**src/rtl/cache_arbiter.sv**
```systemverilog
// Two-requester round-robin arbiter in front of a single-ported cache.
// One access in flight at a time; each completion is followed by a one-cycle GAP before re-arbitration.
module cache_arbiter #(
    parameter int ADDR_W = 32,
    parameter int DATA_W = 32,
    parameter int TMO_W  = 20
) (
    input  logic              cpu_clk,
    input  logic              reset,
    input  logic              m0_req_valid,
    input  logic              m0_req_is_write,
    input  logic [ADDR_W-1:0] m0_req_addr,
    input  logic [DATA_W-1:0] m0_req_data,
    output logic [DATA_W-1:0] m0_res_data,
    output logic              m0_res_ready,
    input  logic              m1_req_valid,
    input  logic              m1_req_is_write,
    input  logic [ADDR_W-1:0] m1_req_addr,
    input  logic [DATA_W-1:0] m1_req_data,
    output logic [DATA_W-1:0] m1_res_data,
    output logic              m1_res_ready,
    output logic              req_valid,
    output logic              req_is_write,
    output logic [ADDR_W-1:0] req_addr,
    output logic [DATA_W-1:0] req_data,
    input  logic [DATA_W-1:0] res_data,
    input  logic              res_ready,
    output logic              grant_id,
    output logic              timeout
);

    typedef enum logic [1:0] {
        ST_IDLE = 2'd0,
        ST_BUSY = 2'd1,
        ST_GAP  = 2'd2
    } state_t;

    localparam logic [TMO_W-1:0] WDOG_MAX = {TMO_W{1'b1}};
    localparam logic [TMO_W-1:0] WDOG_ONE = {{(TMO_W-1){1'b0}}, 1'b1};

    state_t            state_r;
    state_t            state_nxt_s;
    logic              any_req_s;
    logic              pick_s;
    logic              grant_s;
    logic              done_s;
    logic              last_r;
    logic              req_valid_r;
    logic              req_is_write_r;
    logic [ADDR_W-1:0] req_addr_r;
    logic [DATA_W-1:0] req_data_r;
    logic              grant_id_r;
    logic              m0_res_ready_r;
    logic              m1_res_ready_r;
    logic [DATA_W-1:0] m0_res_data_r;
    logic [DATA_W-1:0] m1_res_data_r;
    logic [TMO_W-1:0]  wdog_r;
    logic              timeout_r;

    // State register; reset abandons any access in flight.
    always_ff @(posedge cpu_clk or posedge reset) begin
        if (reset) begin
            state_r <= ST_IDLE;
        end else begin
            state_r <= state_nxt_s;
        end
    end

    // Next-state logic; requests are only looked at in IDLE.
    always_comb begin
        state_nxt_s = state_r;
        case (state_r)
            ST_IDLE: begin
                if (any_req_s) state_nxt_s = ST_BUSY;
                else           state_nxt_s = ST_IDLE;
            end
            ST_BUSY: begin
                if (res_ready) state_nxt_s = ST_GAP;
                else           state_nxt_s = ST_BUSY;
            end
            ST_GAP:  state_nxt_s = ST_IDLE;
            default: state_nxt_s = ST_IDLE;
        endcase
    end

    // Output decode: round-robin pick plus grant / completion strobes.
    always_comb begin
        any_req_s = m0_req_valid | m1_req_valid;
        if (m0_req_valid && m1_req_valid) begin
            pick_s = ~last_r;
        end else if (m1_req_valid) begin
            pick_s = 1'b1;
        end else begin
            pick_s = 1'b0;
        end
        grant_s = 1'b0;
        done_s  = 1'b0;
        case (state_r)
            ST_IDLE: grant_s = any_req_s;
            ST_BUSY: done_s  = res_ready;
            ST_GAP:  done_s  = 1'b0;
            default: grant_s = 1'b0;
        endcase
    end

    // Cache-side request latch and requester-side completion registers.
    always_ff @(posedge cpu_clk or posedge reset) begin
        if (reset) begin
            req_valid_r    <= 1'b0;
            req_is_write_r <= 1'b0;
            req_addr_r     <= {ADDR_W{1'b0}};
            req_data_r     <= {DATA_W{1'b0}};
            grant_id_r     <= 1'b0;
            last_r         <= 1'b1;
            m0_res_ready_r <= 1'b0;
            m1_res_ready_r <= 1'b0;
            m0_res_data_r  <= {DATA_W{1'b0}};
            m1_res_data_r  <= {DATA_W{1'b0}};
        end else begin
            req_valid_r    <= (state_nxt_s == ST_BUSY);
            m0_res_ready_r <= done_s & ~grant_id_r;
            m1_res_ready_r <= done_s & grant_id_r;
            if (grant_s) begin
                grant_id_r <= pick_s;
                if (pick_s) begin
                    req_is_write_r <= m1_req_is_write;
                    req_addr_r     <= m1_req_addr;
                    req_data_r     <= m1_req_data;
                end else begin
                    req_is_write_r <= m0_req_is_write;
                    req_addr_r     <= m0_req_addr;
                    req_data_r     <= m0_req_data;
                end
            end
            // Writes also return res_data so each requester sees its last completion.
            if (done_s) begin
                last_r <= grant_id_r;
                if (grant_id_r) m1_res_data_r <= res_data;
                else            m0_res_data_r <= res_data;
            end
        end
    end

    // Watchdog: counts BUSY cycles, raises a sticky flag when it saturates.
    always_ff @(posedge cpu_clk or posedge reset) begin
        if (reset) begin
            wdog_r    <= {TMO_W{1'b0}};
            timeout_r <= 1'b0;
        end else begin
            if (grant_s) begin
                wdog_r <= {TMO_W{1'b0}};
            end else if ((state_r == ST_BUSY) && (wdog_r != WDOG_MAX)) begin
                wdog_r <= wdog_r + WDOG_ONE;
            end
            timeout_r <= timeout_r | ((state_r == ST_BUSY) && (wdog_r == (WDOG_MAX - WDOG_ONE)));
        end
    end

    assign req_valid    = req_valid_r;
    assign req_is_write = req_is_write_r;
    assign req_addr     = req_addr_r;
    assign req_data     = req_data_r;
    assign grant_id     = grant_id_r;
    assign m0_res_ready = m0_res_ready_r;
    assign m1_res_ready = m1_res_ready_r;
    assign m0_res_data  = m0_res_data_r;
    assign m1_res_data  = m1_res_data_r;
    assign timeout      = timeout_r;

endmodule

```
**config.mk**
```make
export PLATFORM = sky130hd
export DESIGN_NAME = cache_arbiter
export DESIGN_NICKNAME = d
export VERILOG_FILES = /design/src/rtl/cache_arbiter.sv
export SDC_FILE = /design/constraint.sdc
export NUM_CORES = 1
export LEC_CHECK = 0
export ABC_AREA = 1
export CAP_MARGIN = 20
export CORE_MARGIN = 5
export CORE_UTILIZATION = 25
export CTS_CLUSTER_DIAMETER = 60
export DETAILED_ROUTE_END_ITERATION = 6
export PLACE_DENSITY_LB_ADDON = 0.1
export SLEW_MARGIN = 30
export SYNTH_ARGS = -nofsm -noshare
export SYNTH_HDL_FRONTEND = slang
export SYNTH_SLANG_ARGS = --single-unit
export TNS_END_PERCENT = 100
```
**constraint.sdc**
```tcl
create_clock -name cpu_clk -period 6.68 [get_ports cpu_clk]
set_input_delay 1.67 -clock cpu_clk [delete_from_list [all_inputs] [get_ports cpu_clk]]
set_output_delay 1.67 -clock cpu_clk [all_outputs]
set_load 0.005 [all_outputs]
```
==> summary.txt, run 1 <==
Latest figures from synthesis and place and route.

The flow ran to the end, and the final reports show no timing, DRC or antenna violations. As reported, the later end of the worst-skew pair has a clock insertion delay of 0.43 ns. The root cell of the clock tree is sky130_fd_sc_hd__clkbuf_16.

The number of cells in Yosys stat is 812. The overall power consumption is 4.29 mW. The tally of max-capacitance violations is 0. The critical path arrival is roughly 3.8 ns. The synthesized instance count is 812. Gates resized during post-CTS repair numbered 0. For this floorplan the total number of well-tap instances is 341. The highest fanout seen on the critical path is 71.

In the layout the commonest cells are sky130_fd_sc_hd__clkdlybuf4s50_1, sky130_fd_sc_hd__nand2_1, sky130_fd_sc_hd__o21ai_0, sky130_fd_sc_hd__dfrtp_1, sky130_fd_sc_hd__nor2_1. The smallest hold slack is 0.484 ns. Entering global routing, the biggest net connects 81 pins. The number of logged tool warnings is 27.

The detailed router's first-iteration violation count is 268. The top logic cell by instance count in the layout is sky130_fd_sc_hd__clkdlybuf4s50_1. The first-pass GRT wire length is 38900 um.

Multi-input logic gates represent a cell area share of 0.239. According to the I/O placement log, the pin count is 301. The number of placed cells counting well taps is between 1000 and 1500. The number of port buffers is ~300.

The chip width is 176 um. The TritonCTS clock tree is yes. The cell type contributing the most total cell area after synthesis is sky130_fd_sc_hd__dfrtp_1. The initial cell density of the core is 0.254. Clock-pin slew was measured on the worst setup and hold paths at 0.06 ns.

The netlist area before placement is 0.00687 mm^2. The routed length per instance is 17.4 um. The number of remaining DRC errors is 0. Per the post-route antenna check, the number of violating nets is 0. The floorplan row count is 60.

For reference, the final report shows the max-slew violation count at 0. The cell kind with the greatest summed area is flip-flops and latches. Each instance of the synthesized netlist takes up on average 8.46 um^2. The XOR/XNOR share of the synthesized area is 0.0153.

The antenna diode count is 1. The yosys warning tally is 0. After layout, the buffer instance count without clock buffers stands at 306. The slew at the pin closest to its max-slew limit is 0.849 ns. Ranked by instance count, the synthesized netlist is headed by sky130_fd_sc_hd__nand2_1, sky130_fd_sc_hd__o21ai_0, sky130_fd_sc_hd__dfrtp_1, sky130_fd_sc_hd__nor2_1, sky130_fd_sc_hd__inv_1. In the final design database the tool counted 1261 nets. For this run, the chip area from Yosys synthesis comes to slightly below 0.007 mm^2. For reference, the top logic cell family by area is simple AND/OR/NAND/NOR gates. The post-route non-filler standard cell count is 1447. The worst setup path is launched from a primary input. The clock passes through at most 2 buffers. Per the final report, the share of cell area in non-clock buffers is 0.284. The post-detailed-routing wire length is about 25000 um. Note that the worst hold path type here is reg2reg.

The count of library flops with an enable pin is 0. The commonest register cell is sky130_fd_sc_hd__dfrtp_1. The final tally of hold violations is 0. The portion of synthesized area spent on multiplexers is 0. The register area is 0.00393 mm^2. The total overflow left after global routing is 0. By area the synthesized netlist is led by sky130_fd_sc_hd__dfrtp_1, sky130_fd_sc_hd__o21ai_0, sky130_fd_sc_hd__nand2_1, sky130_fd_sc_hd__nor2_1, sky130_fd_sc_hd__inv_1. In this run, the synthesized area fraction spent on AND-OR/OR-AND gates is recorded as 0.148. Adding up every negative setup slack in the final design gives 0 ns. The type of the setup path with the least slack is in2reg. In this run the VDD rail shows a maximum IR drop of approximately 150 uV. Clock tree synthesis inserted a total of 17 buffers. The detailed placer's ending HPWL is about 18000 um.

The combinational gate count is 559. The fraction of standard cell area that is sequential is 0.366. The synthesized-area fraction occupied by adder cells is 0.00364. The element type at the critical path end is a flip-flop. In the final layout, the share of cells above drive strength 1 is 0.0525. The number of global-route vias before repair was 6449.

The share of flip-flops with an asynchronous set or reset after synthesis is 1.00. In the finished design the tool counted flip-flops and latches totalling 157. The final RePlAce weighted congestion is 0.788.

Once layout is complete, the utilization of the core stands at 0.397. The die covers 0.0309 mm^2. The H-tree was split into 4 levels.

Using the TritonRoute via totals, the vias-per-cell ratio works out to 4.37. The post-CTS setup repair buffer count is 0. The script extracted a total leakage power of approximately 4.7 nW. In the finished design, the share of the clock period the worst path needs comes to 0.523. The worst slew margin relative to its limit is 0.434. The floorplan step set the die height to 176 um.

Per the timing report, the achievable frequency comes out to 286 MHz. The number of antenna violations at the first check in global routing is 3. The total number of vias is 6324. When the netlist entered floorplanning its net count stood at 981. The simple-gate portion of the synthesized area is 0.204.

The number of signal-net inverters in the final layout is roughly 50. The clock network contribution to total cell area is 0.0513. The power density over cell area is roughly 400 mW/mm^2. The worst clock skew on the final layout is 0.0145 ns. The global-route usage over all layers is 0.161. Per the layout report, the design carries between 2000 and 3000 filler cells.

The final-layout clock buffer total is 19. The pre-antenna-repair detailed-routing pass consisted of 6 iterations. Setup repair after global routing left no endpoint under its margin. Of the synthesized area, sequential elements account for 0.572. The number of unique standard cell types used by synthesis is 28. The worst path needs 3.49 ns of the cycle, external delays included. The count of hold-fix buffers inserted at cts is 0. The area of the placeable core is 0.0270 mm^2.

The CTS log lists the clock sinks for this run as 157. The most common cell in the netlist is sky130_fd_sc_hd__nand2_1. The setup-violating endpoint count in the final report is 0. According to the timing report, the data required time at the worst endpoint equals approximately 7.0 ns. The flip-flop and latch count after synthesis is 157. The share of synthesized area in the top cell type comes to 0.569. From synthesis to final layout, the design area changed by 56.2%.

Summing all multi-input logic gate instances after layout gives 0.00256 mm^2.
## run 1: report_power, final
part | internal (mW) | switching [mW]
Sequential | 1.35 | 0.234
Combinational | 0.949 | 0.828
Clock | 0.493 | 0.428
## run 1: critical path, stage by stage
cell	delay [ns]
sky130_fd_sc_hd__clkdlybuf4s50_1	0.44
sky130_fd_sc_hd__nor2_1	0.24
sky130_fd_sc_hd__nor3_4	0.06
sky130_fd_sc_hd__inv_2	0.17
sky130_fd_sc_hd__buf_4	0.69
sky130_fd_sc_hd__nand2_4	0.23
sky130_fd_sc_hd__clkinv_4	0.20
sky130_fd_sc_hd__nand2_1	0.06
sky130_fd_sc_hd__nand2_1	0.07
## run 1: stage by stage
| stage | cell area, um^2 | setup WS [ns] |
|---|---|---|
| after CTS | 10700 | 3.11 |
| final | 10700 | 3.19 |
| after floorplan | 6870 | 0.777 |
| after detailed placement | 10200 | 2.67 |
| after global routing | 10700 | 2.97 |
| after global placement | 10200 | 2.74 |
## run 1: layer usage
metal | vias up | GRT usage | part of all wire
met5 | - | 0 | 0.00091
met4 | 4 | 0.0338 | 0.0098
met3 | 15 | 0.0758 | 0.090
met2 | 194 | 0.278 | 0.50
met1 | 2930 | 0.184 | 0.39
li1 | 3181 | - | -
## run 1: worst paths after layout
kind / start / endpoint / slack (ns) / cells past startpoint
worst max-delay path: m1_req_valid / wdog_r[10] / 3.19 / 9
worst min register to register: timeout / timeout / 0.48 / 1
min in group asynchronous: reset / req_data[14] / 1.74 / 2
max in group asynchronous: reset / last_r / 3.85 / 3
worst max register to register: state_r[0] / m0_res_data[11] / 4.51 / 6
worst min-delay path: timeout / timeout / 0.48 / 1
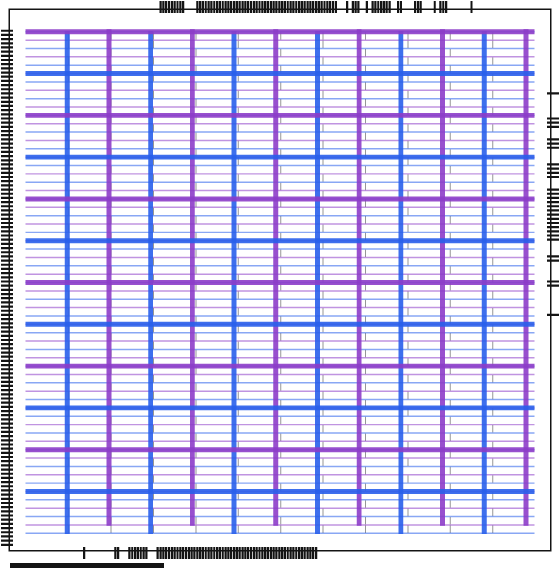
*Floorplan with the power grid, run 1*
Bar = 50 um. Pins as bars on the die edge. Tap cells in grey.
VDD -> purple
VSS -> blue
tap cells = 341
rows = 60

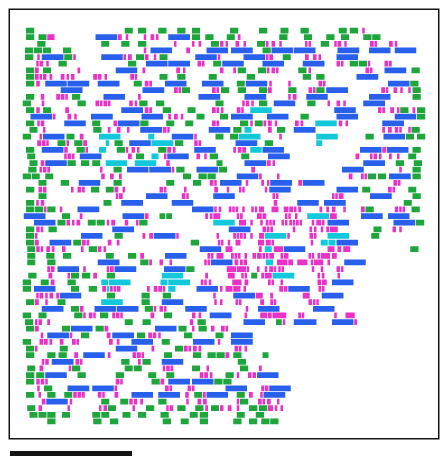
*Placed cells, one colour a class, run 1*
Bar = 50 um.
flip-flops -> blue  # cells 157, share of their area 38%
other buffers and delay cells -> green  # cells 306, share of their area 30%
all other logic -> magenta  # cells 610, share of their area 27%
clock drivers and dummy loads -> cyan  # cells 32, share of their area 5.3%

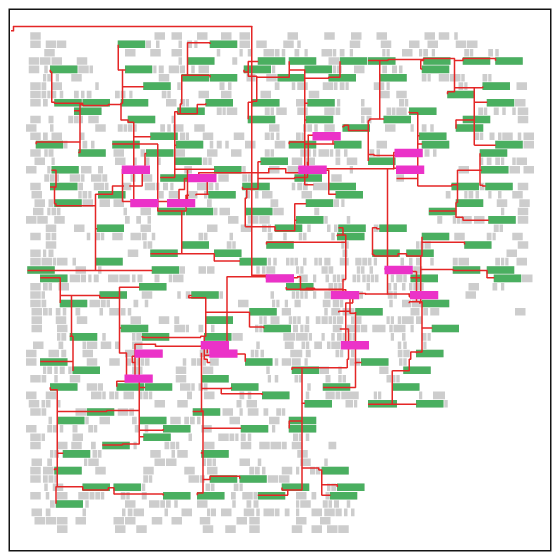
*Clock network drawn from the DEF, run 1*
cells driving clock nets -> magenta  # count 17
clock wires -> red  # length 2410 um
flip-flops -> green  # count 157
flops lie = spread over the die
routed clock nets = 18

### Routed metal, one colour a layer, run 1

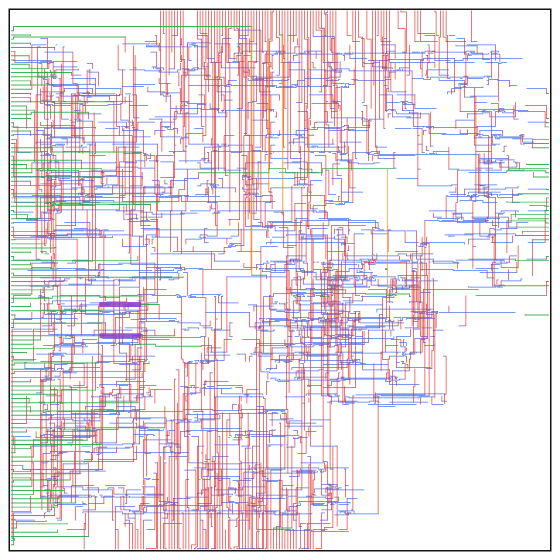

## Run 2: what changed since run 1
- clock period: 6.68 -> 3.65 ns (I/O delays scaled with it)
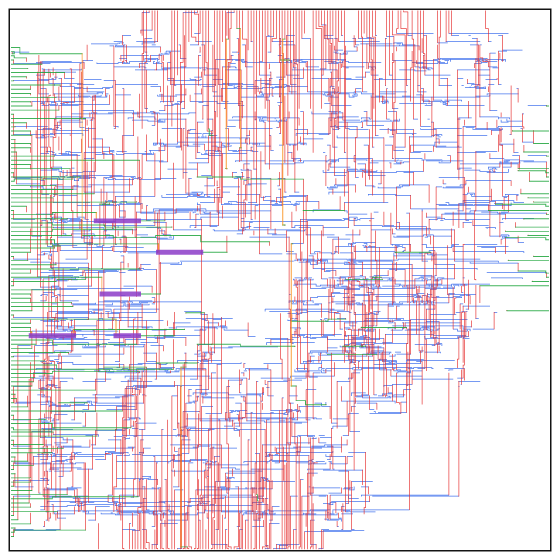
*Routed metal, one colour a layer, run 2*
met1 -> blue  # wire length 9940 um
met2 -> red  # wire length 12500 um
met3 -> green  # wire length 2210 um
met5 -> purple  # wire length 60.7 um
met4 -> orange  # wire length 325 um

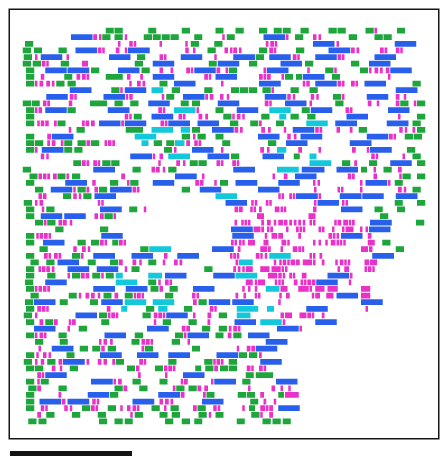
*Placed cells, one colour a class, run 2*
Bar = 50 um.
all other logic -> magenta  # cells 610, share of their area 26%
other buffers and delay cells -> green  # cells 311, share of their area 30%
clock drivers and dummy loads -> cyan  # cells 32, share of their area 5.8%
flip-flops -> blue  # cells 157, share of their area 38%

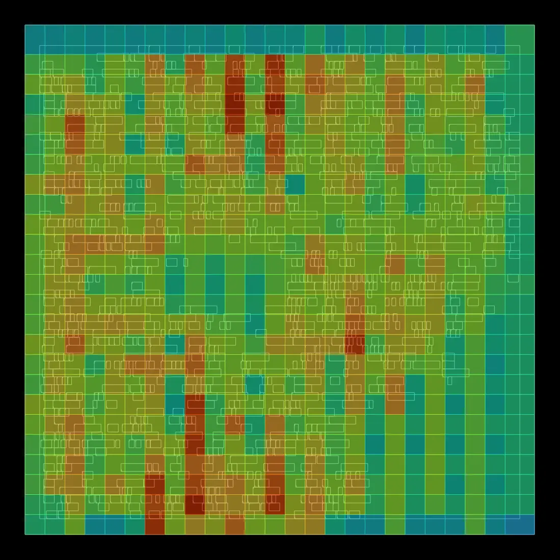
*Routing congestion, run 2*
global route hottest layer: met2
global routing met2 resource utilization: 0.272
global router's overall resource usage: 0.159
grt met3 use: 0.0669

==> run 2 against run 1 <==
  * Critical path type unchanged
  * Register-to-register slack worse by 2.8 ns
  * Synthesized cell count unchanged
  * Core utilization up 0.49 points
  * Worst setup slack worse by 1.9 ns
==> summary.txt, run 2 <==
Latest figures from synthesis and place and route.

The flow ran to the end, and the final reports show no timing, DRC or antenna violations. The switching share of total power came to 0.350 (+0.00216). The routed length per instance is 17.2 um (-1.0%). The count of cells along the worst register-to-register path is 8 (+2).

The number of buffers created by CTS is 17 (unchanged). The part of the cycle the worst path needs is 0.641. The final RePlAce weighted congestion is 0.810 (+2.8%).

The first-pass GRT wire length is 38400 um (-1.3%). The detailed router's first-iteration violation count is 257 (-4.1%). Clock tree synthesis selected as its root buffer the cell sky130_fd_sc_hd__clkbuf_16. The worst clock skew on the final layout is 0.0135 ns (-0.000944 ns).

The average cell area after synthesis is 8.46 um^2 (unchanged). The final number of max-transition violations is 0 (unchanged). The tally of filler cells in the layout is 2803 (-0.071%). Per STA, the startpoint of the critical path is m1_req_valid. The post-route non-filler standard cell count was 1452 (+0.35%). The cell internal power dissipation is 5.18 mW (+85%).

The floorplan row count is 60 (unchanged). The number of global-route vias before repair is 6439 (-0.16%). The relative contribution of sequential cells to total power is 0.365 (-0.006). The per-cell via count in the routed design came to 4.35 (-0.58%). Setup repair after global routing left no endpoint under its margin. The critical path arrival was 2.67 ns (-1.17 ns).

The yosys warning tally is 0 (unchanged). The post-route core utilization came to 0.402 (+0.00491). The type of the setup path with the least slack is in2reg. For the worst reg-to-reg path, the startpoint reported by OpenROAD is wdog_r[0].

According to the hold report, the worst path is of the reg2reg type. The total number of vias is 6309 (-0.24%). The tally of max-capacitance violations is 0 (unchanged). The power density over cell area is 733 mW/mm^2 (+84%). The portion of synthesized cell area occupied by the leading cell type was 0.569 (unchanged). The instance area at placement was 0.0103 mm^2 (+0.82%).

The share of flip-flops with an asynchronous set or reset after synthesis came to 1.00 (unchanged). The chip width is 176 um (unchanged). The data required time at the worst endpoint is 3.99 ns (-3.04 ns). Leaving out fill and tap cells, the most frequent cell in the layout is sky130_fd_sc_hd__clkdlybuf4s50_1.

The area of the placeable core is 0.0270 mm^2 (unchanged). The synthesized instance count was 812 (unchanged). The slew at the pin closest to its max-slew limit was 0.771 ns (-0.0777 ns). The post-layout instance area is 0.0109 mm^2 (+1.2%). The post-CTS setup repair buffer count came to 0 (unchanged). The insertion delay at the late pin of the worst-skew pair was 0.43 ns (about the same). The CTS H-tree depth came to 4 (unchanged). The number of port buffers was 300 (unchanged). The startpoint class of the critical path is a primary input.

The net count reported at finish came to 1266 (+0.40%). By area the synthesized netlist is led by sky130_fd_sc_hd__dfrtp_1, sky130_fd_sc_hd__o21ai_0, sky130_fd_sc_hd__nand2_1, sky130_fd_sc_hd__nor2_1, sky130_fd_sc_hd__inv_1. The aggregate global routing overflow is 0 (unchanged). The clock transition at the registers of the reported paths is 0.07 ns (about the same). The part of the power in the clock network is 0.225 (+0.010).

Subtracting the final worst setup slack from the clock period gives 2.34 ns. The total negative setup slack was 0 ns (unchanged). The number of antenna violations at the first check in global routing was 6 (+3). TritonCTS built the clock tree. The net switching power figure came to 2.79 mW (+87%).

The post-detailed-routing wire length is 25000 um (-0.69%). The post-cts resize count was 0 (unchanged). The number of logged tool warnings came to 27 (unchanged).

The maximum ir drop on the vdd rail was 253 uV (+72%). The count of library flops with an enable pin was 0 (unchanged). The flip-flop and latch count after synthesis is 157 (unchanged). The multi-input combinational cell area was 0.00256 mm^2 (unchanged). The detailed placer's ending HPWL is 18100 um (+0.84%). The highest clock frequency the design can meet is 428 MHz. The smallest hold slack is 0.472 ns (-0.0122 ns). The share of cells above drive strength 1 is 0.0577 (+0.00517). The combinational gate power is 3.26 mW (+83%). STA classifies the critical path endpoint as a flip-flop. The overall power consumption is 7.97 mW (+86%).

The count of TritonRoute iterations in the first routing pass is 4 (-2). The count of hold-fix buffers inserted at cts is 0 (unchanged). The netlist area before placement was 0.00687 mm^2 (unchanged). The setup-violating endpoint count in the final report came to 0 (unchanged).

The number of antenna-violating nets in the routed design is 0 (unchanged). The combinational share of power is 0.409 (-0.006). The maximum number of buffers from clock root to sink came to 2 (unchanged). Looking at the cell usage after synthesis, the top flip-flop cell is sky130_fd_sc_hd__dfrtp_1. The clock network power is 1.79 mW (+94%). The number of cells in Yosys stat came to 812 (unchanged). From synthesis to final layout, the design area changed by 58.1%. The number of nets at floorplan was 981 (unchanged). The endpoint of the worst register-to-register path is wdog_r[9].

The worst reg-to-reg setup slack was 1.66 ns (-2.85 ns). The initial cell density of the core came to 0.254 (unchanged). The number of unique standard cell types used by synthesis is 28 (unchanged).

The leakage power is 4.75 nW (+1.3%). The y dimension of the die came to 176 um (unchanged). The full die area was 0.0309 mm^2 (unchanged).

For reference, the top cells by count after synthesis are sky130_fd_sc_hd__nand2_1, sky130_fd_sc_hd__o21ai_0, sky130_fd_sc_hd__dfrtp_1, sky130_fd_sc_hd__nor2_1, sky130_fd_sc_hd__inv_1. The area figure in the yosys stat output came to 0.00687 mm^2 (unchanged). The worst slew margin relative to its limit is 0.486 (+0.0518). The register area came to 0.00393 mm^2 (unchanged).

The number of clock sinks is 157 (unchanged). The number of remaining DRC errors is 0 (unchanged). The reported sequential group power is 2.91 mW (+83%).
## run 2: worst min-delay path by stage
stage,startpoint,end,depth (start not counted)
6_report,timeout,timeout,1
5_1_grt,req_addr[17],req_addr[17],2
4_1_cts,timeout,timeout,1
3_5_place_dp,timeout,timeout,1
3_3_place_gp,m1_res_data[11],m1_res_data[11],2
2_1_floorplan,last_r,last_r,2
## run 2: critical path, stage by stage
cell and delay [ns]:
sky130_fd_sc_hd__clkdlybuf4s50_1 0.49, sky130_fd_sc_hd__nor2_1 0.08, sky130_fd_sc_hd__nor3_4 0.14, sky130_fd_sc_hd__buf_4 0.60, sky130_fd_sc_hd__o21ai_0 0.20, sky130_fd_sc_hd__o21ai_0 0.21
## run 2: cells by family (layout without fill, tap and decap cells)
kind of cell / count (synthesis) / in the layout / share of synthesized area
AND-OR/OR-AND: 202 / 202 / 0.148
XOR/XNOR: 12 / 12 / 0.0153
adder cells (fa/ha/maj): 2 / 2 / 0.00364
buffers and inverters: 96 / 394 / 0.0561
flip-flops: 157 / 157 / 0.572
other: 0 / 1 / 0
AND/OR/NAND/NOR: 343 / 343 / 0.204
## run 2: metal layers
metal / track usage / vias to the layer above / part of all wire
met5: 0 / - / 0.0024
met2: 0.272 / 197 / 0.50
met3: 0.0669 / 24 / 0.088
li1: - / 3195 / -
met1: 0.186 / 2883 / 0.40
met4: 0.0393 / 10 / 0.013
## run 2: layout make-up
cell class | count | share of cell area
sequential | 157 | 0.362
multi-input combinational | 559 | 0.236
timing repair buffer | 311 | 0.289
tap | 341 | 0.0393
inverter | 51 | 0.0184
clock buffer | 18 | 0.0404
antenna | 1 | 0.000230
clock inverter | 14 | 0.0149
No activity file was given, so power comes from the tool's default toggle rates.
